Fig. 1: run 1, routed metal, one colour a layer
The bar under the picture is 20 um long.
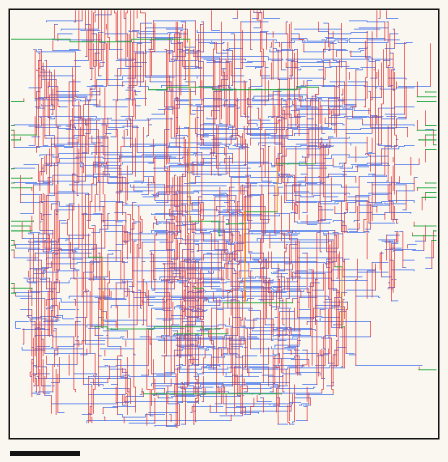
Fig. 2: run 1, M3 wires
The bar under the picture is 20 um long.
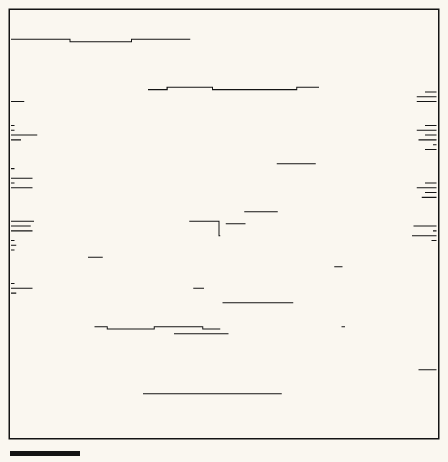
Fig. 3: run 1, pin map
The bar under the picture is 20 um long. Pins as bars across the die edge, other pins in grey.
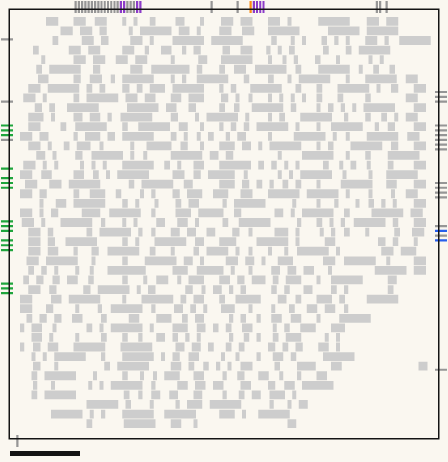
Fig. 4: run 1, cell sizes after repair
The bar under the picture is 20 um long.
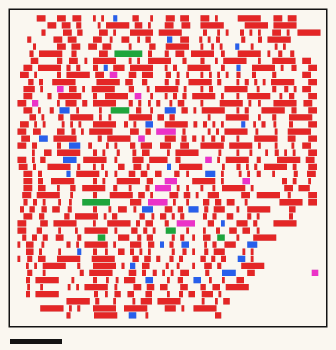
==> config.mk <==
export PLATFORM = sky130hd
export DESIGN_NAME = toll_datapath
export DESIGN_NICKNAME = d
export VERILOG_FILES = /design/src/rtl/toll_pkg.sv /design/src/rtl/serial_divider.sv /design/src/rtl/toll_datapath.sv
export SDC_FILE = /design/constraint.sdc
export NUM_CORES = 1
export LEC_CHECK = 0
export ABC_CLOCK_PERIOD_IN_PS = 4300
export CAP_MARGIN = 5
export CELL_PAD_IN_SITES_DETAIL_PLACEMENT = 2
export CELL_PAD_IN_SITES_GLOBAL_PLACEMENT = 2
export CORE_MARGIN = 1.5
export CORE_UTILIZATION = 38
export CTS_BUF_LIST = sky130_fd_sc_hd__clkbuf_2
export DETAILED_ROUTE_END_ITERATION = 16
export PLACE_DENSITY = 0.85
export SYNTH_ARGS = -nofsm -noshare
export SYNTH_HDL_FRONTEND = slang
export SYNTH_SLANG_ARGS = --single-unit
==> constraint.sdc <==
create_clock -name clk -period 4.3 [get_ports clk]
set_input_delay 0.645 -clock clk [delete_from_list [all_inputs] [get_ports clk]]
set_output_delay 0.645 -clock clk [all_outputs]
set_load 0.03 [all_outputs]
==> impl_metrics.ini, run 1 <==
; implementation run metrics
[status]
status = complete, no violations

[die]
floorplan.core_util_pct = 38.8

[timing]
slew_viol_final = 0
rsz0062_at_grt = no
finalHoldViolations = 0

[synth]
top_area_share_pct = 44.5
edf_count = 0
async_reset_ff_share_pct = 100
area_leaders = dfrtp_1 (45%), nand2_1 (8.2%), ha_1 (4.9%)
synth_area_sq_um = 5340
flop_cell = dfrtp_1

[clocking]
cts_tree = yes
cts_resized = 0

[detailed_routing]
drc = 0
routed_via_density = 5.56

[worst_setup_path]
crit_type = reg2reg
reg2reg_slack_ns = 1.35

[pwr]
vdd_ir_drop_max_v = 0.000285
powerDensity_nw_per_um2 = 692

[cells_and_area]
drive_gt1_share_pct = 7.12
nFillCells = 1539

[worst_hold_path]
hold_path.class = in2async
About Fig. 1:
legend:
  blue:
    layer: met1
    wire_length: 7240 um
  orange:
    layer: met4
    wire_length: 128 um
  red:
    layer: met2
    wire_length: 8590 um
  green:
    layer: met3
    wire_length: 384 um
GR Util All Layers: 23.7%
WL/cell: 19.4 um
WL final: 16300 um
vias after detailed routing: 4672

About Fig. 2:
wire length on this layer: 384 um
nets with wire on the layer: 42
share of all routed wire: 2.4%
met3 Use GR: 3.89%

About Fig. 3:
legend:
  blue:
    port: num_veh
    pins: 2
    direction: output
    edge: east
  green:
    port: elapsed
    pins: 16
    direction: output
    edge: west
  orange:
    port: overspeed
    pins: 1
    direction: output
    edge: north
  purple:
    port: fee
    pins: 8
    direction: output
    edge: north
all pins by edge: 31 north, 19 west, 18 east, 1 south
DIE HEIGHT: 122 um
# port buffers: 63
DIE WIDTH: 122 um

About Fig. 4:
legend:
  magenta:
    size: drive 3 to 4
    cells: 13
    most_used: buf_4
  blue:
    size: drive 2
    cells: 28
    most_used: clkbuf_2
  red:
    size: drive 1 or less
    cells: 613
    most_used: nand2_1
  green:
    size: drive 6 and up
    cells: 6
Non-clk bufs: 69
area delta synth->final: 16.5%
worst setup margin: 1.35 ns
Post-Layout Inst Area: 6220 sq um

## run 1: cells by family after synthesis
group	after synthesis	synth area share, %
XOR/XNOR	24	3.94
other	1	0.0702
multiplexers	3	0.609
adder cells (fa/ha/maj)	22	5.30
buffers and inverters	69	6.12
AND/OR/NAND/NOR	256	22.0
AND-OR/OR-AND	137	17.5
flip-flops	95	44.5
## run 1: cells in the mapped netlist (all sizes together), types with 7 or more instances
master and count:
inv 34, xor2 8, o211ai 12, nand2 117, nor4 16, clkbuf 14, a21oi 29, nand4 9
or3 7, nor3 9, buf 21, ha 21, nand3 24, xnor2 16, nor2 54, dfrtp 95
o21ai 51
## run 1: through the flow
step / cell area, sq um / util, %
after global placement: 6070 / 44.1
after floorplan: 5350 / -
after detailed placement: 6070 / 44.1
after CTS: 6220 / 45.1
final: 6220 / 45.2
after global routing: 6220 / 45.2
## run 1: critical path: stages (launching register included)
cell	delay, ns
dfrtp_1	0.50
inv_1	0.13
ha_1	0.17
nor4b_2	0.21
nand4_2	0.27
o31ai_1	0.35
nand3_1	0.75
o21ai_0	0.47
## run 1: area by class of cell
class	count	area (sq um)	area share, %
diodes	1	2.50	0.0402
clock buffers	10	50.0	0.805
clock inverters	6	97.6	1.57
inverters	34	128	2.05
multi-input cells	446	2650	42.7
flip-flops and latches	95	2380	38.2
well taps	180	225	3.62
repair buffers	69	686	11.0
## run 1: power by group
group	internal [mW]	total (mW)	switching (mW)
registers	1.12	1.33	0.206
clock network	0.205	0.561	0.356
logic	0.914	2.42	1.50
## run 1: routing by layer
metal  up-vias  share of wire [%]  GRT usage (%)
met5         -                  0              0
met3        11                2.3           3.89
li1       2192                  -              -
met1      2414                 44           29.4
met4         0               0.78           5.74
met2        55                 53           42.9
==> run 1 -> run 2 <==
Settings changed: ABC_CLOCK_PERIOD_IN_PS 4300 to 2400, CORE_UTILIZATION 38 to 32, PLACE_DENSITY 0.85 to 0.76.
Clock period 4.3 ns to 2.4 ns, I/O delays scaled along.
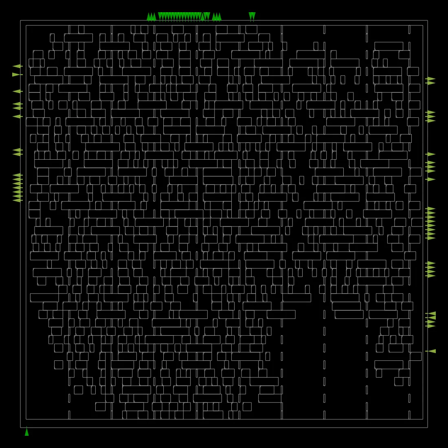
Fig. 5. Placed standard cells (run 2).
flop share of the area: 33.6%
fin util: 43.0%
FILL cells: 1849
Core ar.: 16500 sq um
Tap Cells: 220

==> impl_metrics.ini, run 2 <==
; implementation run metrics
[pwr]
p_seq_share_pct = 24.6
clk-power_mw = 0.987
p_int_mw = 5.17
powerDensity_nw_per_um2 = 1370
swShare_pct = 46.8
power_switching_mw = 4.55
pwr-share-comb_pct = 65.2
maxPowerGroup = combinational logic
seq_cell_power_mw = 2.39
vdd_ir_drop_max_v = 0.000565
clockPowerShare_pct = 10.2

[cells_and_area]
area_growth_pct = 32.5
drive_gt1_share_pct = 20.5
antennaDiodeCount = 0

[timing]
slew_viol_final = 0
layout_setup_ws_ns = -0.128
rsz0062_at_grt = yes
finalSetupViolations = 5
finalHoldViolations = 0
timing.hold.ws_ns = 0.186

[detailed_routing]
drc = 0
routed_via_density = 5.31

[synth]
async_reset_ff_share_pct = 100
edf_count = 0
common_cells = nand2_1 (117), dfrtp_1 (95), nor2_1 (54)
flop_cell = dfrtp_1
area_leaders = dfrtp_1 (45%), nand2_1 (8.2%), ha_1 (4.9%)
top_area_share_pct = 44.5

[status]
status = finished, violations left
violations = negative setup slack

[worst_setup_path]
reg2reg_slack_ns = -0.13

[grt]
grt_use_total_pct = 21.8

[die]
die_h_um = 132
floorplan.core_util_pct = 32.4

[worst_hold_path]
hold_path.class = in2async

[place]
io_buffers = 63
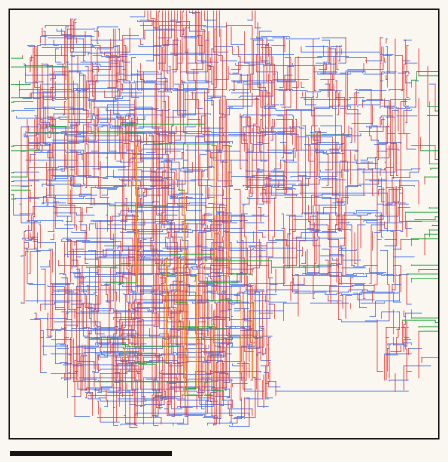
Fig. 6. Routed metal, one colour a layer (run 2).
The bar under the picture is 50 um long.
legend:
  orange:
    layer: met4
    wire_length: 452 um
  green:
    layer: met3
    wire_length: 662 um
  blue:
    layer: met1
    wire_length: 8190 um
  red:
    layer: met2
    wire_length: 10800 um
vias after detailed routing: 5108
WL final: 20100 um

[run 2: cell counts after synthesis]
Identical to the previous run, type by type.
[run 2: stage by stage]
step	cell area (sq um)	total power [mW]	utilization (%)
2_1_floorplan	5360	5.49	-
3_3_place_gp	6660	7.27	40.4
3_5_place_dp	6660	7.55	40.4
4_1_cts	6920	8.91	42.0
5_1_grt	7080	10.3	43.0
6_report	7080	9.72	43.0
[run 2: layout make-up]
type	instances	area [sq um]	share of cell area (%)
Clock inverter	7	104	1.47
Inverter	34	128	1.80
Tap cell	220	275	3.89
Clock buffer	9	45.0	0.637
Multi-Input combinational cell	448	2810	39.7
Sequential cell	95	2380	33.6
Timing Repair Buffer	149	1330	18.9
[run 2: metal layers]
layer  GRT usage [%]  part of all wire, %  up-vias
met5               0                    0        -
met4            5.86                  2.2        0
met3            3.46                  3.3       32
met2            40.7                   54      114
met1            26.0                   41     2608
li1                -                    -     2354
[run 2: repair_timing]
action                                 4_1_cts  5_1_grt
pin swaps                                   15       13
resized                                     12       27
setup buffers                                8        8
endpoints found under the hold margin       36        0
cloned                                       1        1
hold buffers                                 1        0
setup endpoints to repair                   17       21
[run 2: critical path, cell delays in order (launching register included)]
cell      delay [ns]
dfrtp_1         0.47
inv_2           0.10
ha_4            0.14
inv_2           0.05
fa_2            0.40
a211oi_4        0.27
o21ai_2         0.12
a221o_1         0.35
a311oi_2        0.26
xor2_1          0.11
o31ai_1         0.20
[run 2: logic make-up after synthesis]
group | count (synthesis) | synth area share (%)
other | 1 | 0.0702
adders and majority gates | 22 | 5.30
AOI/OAI and AO/OA | 137 | 17.5
DFF | 95 | 44.5
buffers and inverters | 69 | 6.12
muxes | 3 | 0.609
and+or+nand+nor | 256 | 22.0
xor gates and xnor gates | 24 | 3.94
Power is estimated from default activity; no workload was simulated.
